### src/rtl/bram_stage_sequencer.sv
// rtl/bram_stage_sequencer.sv - sequenced owner of the shared XY-bin BRAM port
//
// Runs NUM_STAGES clients in order, handing the single BRAM port to one client
// at a time. Each client gets a one-cycle start pulse. It keeps the port until
// it raises done. A one-cycle gap with writes gated off separates two owners.
// A per-stage watchdog parks the sequence in FAULT. The last stage is the
// display reader: it owns the port read-only whenever nothing else runs.
module bram_stage_sequencer #(
  parameter int                    NUM_STAGES     = 3,
  parameter int                    ADDR_W         = 19,
  parameter int                    DATA_W         = 3,
  parameter logic [NUM_STAGES-1:0] RO_MASK        = 3'b100,
  parameter int                    TIMEOUT_CYCLES = 50_000_000,
  parameter int                    SEL_W          = 2
) (
  input  logic                         clk,
  input  logic                         reset,
  input  logic                         go,
  input  logic [NUM_STAGES*ADDR_W-1:0] stage_addr,
  input  logic [NUM_STAGES*DATA_W-1:0] stage_din,
  input  logic [NUM_STAGES-1:0]        stage_we,
  input  logic [NUM_STAGES-1:0]        stage_done,
  output logic [NUM_STAGES-1:0]        stage_start,
  output logic [ADDR_W-1:0]            bram_addr,
  output logic [DATA_W-1:0]            bram_din,
  output logic                         bram_we,
  output logic [SEL_W-1:0]             active_stage,
  output logic                         busy,
  output logic                         error
);

  // Timer must be able to hold TIMEOUT_CYCLES itself so it never wraps in RUN.
  localparam int TIMER_W = $clog2(TIMEOUT_CYCLES + 1);
  localparam logic [SEL_W-1:0]   LAST_STAGE = SEL_W'(NUM_STAGES - 1);
  localparam logic [TIMER_W-1:0] TIMER_LAST = TIMER_W'(TIMEOUT_CYCLES - 1);

  typedef enum logic [2:0] {
    S_IDLE,
    S_START,
    S_RUN,
    S_GAP,
    S_HOLD,
    S_FAULT
  } state_t;

  state_t             state;
  logic [SEL_W-1:0]   k;
  logic [TIMER_W-1:0] timer;
  logic               done_prev;

  logic               sel_we;
  logic               sel_ro;
  logic               done_k;
  logic               done_edge;
  logic               timeout_hit;

  // Port mux keyed on the registered owner; purely combinational so client
  // read addresses reach the BRAM with no added latency.
  always_comb begin
    bram_addr = '0;
    bram_din  = '0;
    sel_we    = 1'b0;
    sel_ro    = 1'b0;
    for (int i = 0; i < NUM_STAGES; i++) begin
      if (active_stage == SEL_W'(i)) begin
        bram_addr = stage_addr[i*ADDR_W +: ADDR_W];
        bram_din  = stage_din[i*DATA_W +: DATA_W];
        sel_we    = stage_we[i];
        sel_ro    = RO_MASK[i];
      end
    end
  end

  // Writes only pass while the owner is actually running; START, GAP, HOLD,
  // IDLE and FAULT all leave the BRAM untouched.
  assign bram_we = sel_we & ~sel_ro & (state == S_RUN);

  // Done level of the stage being sequenced (k, not the display owner).
  always_comb begin
    done_k = 1'b0;
    for (int i = 0; i < NUM_STAGES; i++) begin
      if (k == SEL_W'(i)) begin
        done_k = stage_done[i];
      end
    end
  end

  // A stale done level from an earlier run must not count, so only a rising
  // edge is accepted.
  assign done_edge   = done_k & ~done_prev;
  assign timeout_hit = (timer == TIMER_LAST);

  // Sequencer FSM with all status outputs registered alongside the state.
  always_ff @(posedge clk) begin
    if (reset) begin
      state        <= S_IDLE;
      k            <= '0;
      active_stage <= LAST_STAGE;
      stage_start  <= '0;
      busy         <= 1'b0;
      error        <= 1'b0;
      timer        <= '0;
      done_prev    <= 1'b0;
    end else begin
      stage_start <= '0;
      case (state)
        S_IDLE, S_HOLD, S_FAULT: begin
          if (go) begin
            state        <= S_START;
            k            <= '0;
            active_stage <= '0;
            stage_start  <= NUM_STAGES'(1);
            busy         <= 1'b1;
            error        <= 1'b0;
            timer        <= '0;
          end
        end

        S_START: begin
          done_prev <= done_k;
          if (k == LAST_STAGE) begin
            state <= S_HOLD;
            busy  <= 1'b0;
          end else begin
            state <= S_RUN;
          end
        end

        S_RUN: begin
          done_prev <= done_k;
          if (done_edge) begin
            state <= S_GAP;
          end else if (timeout_hit) begin
            state        <= S_FAULT;
            error        <= 1'b1;
            busy         <= 1'b0;
            active_stage <= LAST_STAGE;
          end else begin
            timer <= timer + TIMER_W'(1);
          end
        end

        S_GAP: begin
          state        <= S_START;
          k            <= k + SEL_W'(1);
          active_stage <= k + SEL_W'(1);
          stage_start  <= NUM_STAGES'(1) << (k + SEL_W'(1));
          timer        <= '0;
        end

        default: begin
          state        <= S_IDLE;
          active_stage <= LAST_STAGE;
          busy         <= 1'b0;
        end
      endcase
    end
  end

endmodule

### config.mk
export PLATFORM = sky130hd
export DESIGN_NAME = bram_stage_sequencer
export DESIGN_NICKNAME = d
export VERILOG_FILES = /design/src/rtl/bram_stage_sequencer.sv
export SDC_FILE = /design/constraint.sdc
export NUM_CORES = 1
export LEC_CHECK = 0
export CAP_MARGIN = 20
export CORE_ASPECT_RATIO = 1.4
export CORE_UTILIZATION = 30
export CTS_BUF_LIST = sky130_fd_sc_hd__clkbuf_8
export DETAILED_ROUTE_END_ITERATION = 8
export GPL_TIMING_DRIVEN = 1
export PLACE_DENSITY_LB_ADDON = 0.12
export SLEW_MARGIN = 20
export SYNTH_ARGS = -nofsm -noshare
export SYNTH_HDL_FRONTEND = slang
export SYNTH_SLANG_ARGS = --single-unit
### constraint.sdc
create_clock -name clk -period 2.7 [get_ports clk]
set_input_delay 0.54 -clock clk [delete_from_list [all_inputs] [get_ports clk]]
set_output_delay 0.54 -clock clk [all_outputs]
set_load 0.005 [all_outputs]
Track usage over the die:
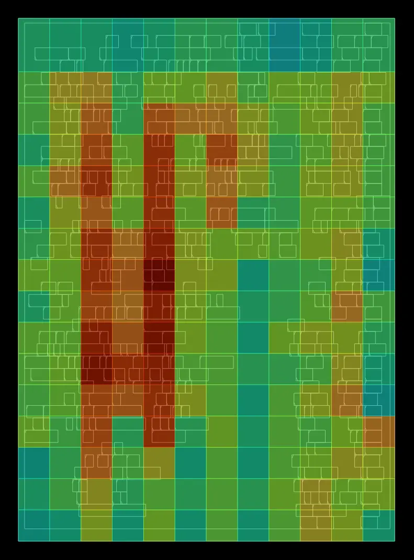
routed len/inst: 16.2 µm
met2 layer usage reported by global route: 33.8%

The metal 3 layer:
Drawn at 2 px/µm.
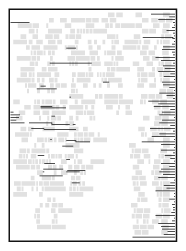
The layer carries 589 µm of wire. 104 nets have wire on it.

==> results.py <==
# Generated from Yosys and OpenROAD reports
metrics = {
    "run_status": {
        "status": "finished clean",
    },
    "cells_and_area": {
        "fin_area_mm2": 0.00405,
        "final_cell_mix": "sky130_fd_sc_hd__clkdlybuf4s50_1, sky130_fd_sc_hd__nand2_1, sky130_fd_sc_hd__dfxtp_1",
        "top_layout_cell": "sky130_fd_sc_hd__clkdlybuf4s50_1",
        "num-nets-final": 539,
        "antenna_cells": 0,
        "area_growth_pct": 47.3,
        "layout-drive-gt1-share_pct": 9.15,
    },
    "clock_network": {
        "cts.clk_slew.worst_paths_ps": 90,
        "cts_root_buf": "sky130_fd_sc_hd__clkbuf_8",
        "tritoncts_clock_tree": "yes",
        "cts_bufs_inserted": 5,
        "tritoncts_num_sinks": 39,
        "cts_hold_buf": 0,
        "postCtsSetupRepairBufs": 0,
        "cts-root-to-sink-buffers": 2,
        "ctsResizeCount": 0,
        "worst_skew_pair.late_latency_ps": 310,
        "htree_num_levels": 2,
    },
    "sta": {
        "timing.max_slew.rel_slack_pct": 61.2,
        "timing.final.max_slew_violations": 0,
        "worst_slew_pin_slew_ps": 580,
        "max_freq_mhz": 381,
        "final.setup_skew_ps": 13.9,
        "setup_repair_after_global_routing_missed_its_margin": "no",
        "timing.final.hold_violations": 0,
        "post-route-min-period_ps": 2630,
        "timing.final.crit_share_pct": 97.2,
        "setup-violations-final": 0,
        "totalNegativeSetupSlack_ps": 0,
    },
    "logic_synthesis": {
        "post-synth-top-area-fraction_pct": 28.4,
        "ys_cells": 354,
        "ys_ff": 39,
        "tally_of_unique_sky130hd_cells_used_after_synthesis": 64,
        "yosys-stat-area_mm2": 0.00275,
        "synth-warning-count": 0,
        "syn_area_mm2": 0.00275,
        "synth_async_sr_flop_share_pct": 0,
        "synth_nets": 435,
        "yosysTopAreaCell": "sky130_fd_sc_hd__dfxtp_1",
        "post_synth.cell_area_avg_um2": 7.77,
        "seq_area_frac_synth_pct": 28.4,
        "dominantRegCellSynth": "sky130_fd_sc_hd__dfxtp_1",
        "synth_cells": 354,
        "yosys-top-cells-area": "sky130_fd_sc_hd__dfxtp_1, sky130_fd_sc_hd__mux2i_1, sky130_fd_sc_hd__o21ai_0",
        "synth-edff-count": 0,
    },
    "routing": {
        "detailroute.via_count": 3095,
        "route.antenna.remaining_nets": 0,
        "post_drt_via_cell_ratio": 5.47,
        "route.detailed.drc": 0,
        "firstDrtPassIters": 4,
        "totalWireLength_mm": 9.19,
        "detailedRoute.firstIterationViolations": 120,
    },
    "job": {
        "cap_violations": 0,
        "tool_warnings": 31,
    },
    "power_and_ir_drop": {
        "clock_power_share_pct": 25.5,
        "p_per_area_mw_per_mm2": 503,
        "power.internal_uw": 1350,
        "power_frac_seq_pct": 31.8,
        "power.switching_fraction_pct": 33.8,
        "power.ir.vdd_worst_uv": 294,
        "switching_power_uw": 690,
        "cellLeakagePower_uw": 0.00149,
        "power.combinational.fraction_pct": 42.7,
    },
    "global_routing": {
        "pin_count_of_the_biggest_net_entering_global_routing": 26,
        "initial_antenna_violation_count": 0,
        "gr_ovfl_total": 0,
        "first_global_vias": 2871,
        "grt_first_pass_wirelength_mm": 14.7,
        "aggregate_global_route_resource_usage_pct": 19.1,
    },
    "floorplan": {
        "fp_util_pct": 30.6,
        "rows": 41,
        "chip_area_mm2": 0.00956,
        "placeableCoreArea_mm2": 0.00898,
        "fp.dieW_um": 82.9,
        "floorplan.io_pins": 105,
        "die.size.y_um": 115,
    },
    "worst_setup_path": {
        "cell_by_cell_trace_of_the_critical_path": "or3b_4 -> nor3_1 -> clkdlybuf4s50_1",
        "timing.critical_path.from_type": "flip-flop",
        "worstSetupPathType": "reg2out",
        "slowest_delay_ps": 580,
        "cp_max_fo": 13,
        "slowest_stage": "sky130_fd_sc_hd__clkdlybuf4s50_1",
        "critPathTopFamily": "simple AND/OR/NAND/NOR gates",
        "worst-path-buf-inv": 1,
        "timing.critical_path.arrival_ps": 2090,
        "worstPathRequired_ps": 2160,
        "worstSetupEndpointType": "primary output",
    },
    "placed_design": {
        "instance_area_after_placement_mm2": 0.00394,
        "dp.final_hpwl_mm": 7.05,
        "place.gp.congestion": 0.872,
        "placement.io_buffers": 103,
    },
    "worst_hold_path": {
        "hold_path.class": "reg2reg",
    },
}
==> cells by family after synthesis <==
group	Yosys count	synth area share, %
AND/OR/NAND/NOR	146	29.2
AND-OR/OR-AND	108	26.2
flip-flops	39	28.4
buffers and inverters	30	4.50
multiplexers	24	8.74
adder cells (fa/ha/maj)	6	2.73
XOR/XNOR	1	0.319
==> per-stage QoR <==
step / cells / worst slack (ps) / hold WS [ps] / power [µW] / util [%]
global placement: 558 / 228 / 462 / 1530 / 43.9
global route: 566 / 22.2 / 516 / 2160 / 45.1
CTS: 566 / 96.1 / 494 / 2050 / 45.1
floorplan: 354 / 691 / 431 / 1110 / -
finish: 566 / 74.9 / 484 / 2040 / 45.1
detailed placement: 558 / 189 / 474 / 1540 / 43.9
==> area by class of cell <==
type	count	area (µm²)
repair buffers	115	1130
clock buffers	5	68.8
inverters	12	45.0
clock inverters	3	43.8
fillers	909	4930
well taps	107	134
flip-flops and latches	39	781
multi-input cells	285	1850
==> path summary, 6_finish.rpt <==
path	slack [ps]	cells past startpoint	start	to
max reg2reg	350	7	k[0]	timer[13]
min reg2reg	480	1	timer[22]	timer[22]
max	70	3	state[2]	bram_we
min	480	1	timer[22]	timer[22]
==> per-layer routing <==
layer	GRT usage (%)	vias up	part of all wire (%)
met3	4.59	15	6.4
li1	-	1526	-
met4	7.36	0	2.1
met5	0	-	0
met1	22.4	1426	43
met2	33.8	128	49
==> power by group through the flow <==
stage          sequential [µW]  combinational (µW)  clock (µW)
2_1_floorplan              651                 457           0
3_5_place_dp               662                 877           0
6_report                   649                 870         520
3_3_place_gp               662                 871           0
4_1_cts                    649                 879         527
5_1_grt                    657                 952         554
==> state kept, by name, summed over array words and instances (netlist names) <==
signal        cells
active_stage      2
busy              1
done_prev         1
error             1
k                 2
stage_start       3
state             3
timer            26
==> cells in the mapped netlist (all sizes together), types with 2 or more instances <==
library cell,number
and4,4
ha,6
clkbuf,10
o211ai,3
o221a,3
nor3,9
nand2,51
or3,4
a31oi,11
a21oi,20
o311a,3
a41oi,2
nor2b,3
nor4b,2
a22oi,2
a211oi,4
nor2,21
dfxtp,39
inv,12
mux2i,24
nand3,17
buf,8
nor3b,3
nand2b,5
o21ai,41
a311oi,2
and2,4
nand4,8
and3,3
nor4,4
o21a,2
a211o,4
or4b,2
or4,3
==> worst reg2reg max path, stage by stage (launching register included) <==
cell and delay [ps]:
sky130_fd_sc_hd__dfxtp_1 420, sky130_fd_sc_hd__inv_1 100, sky130_fd_sc_hd__ha_1 270, sky130_fd_sc_hd__a21oi_1 280, sky130_fd_sc_hd__a211o_1 360, sky130_fd_sc_hd__nand2_1 190
sky130_fd_sc_hd__or4_1 530, sky130_fd_sc_hd__a21oi_1 140
No activity file was given, so power comes from the tool's default toggle rates.
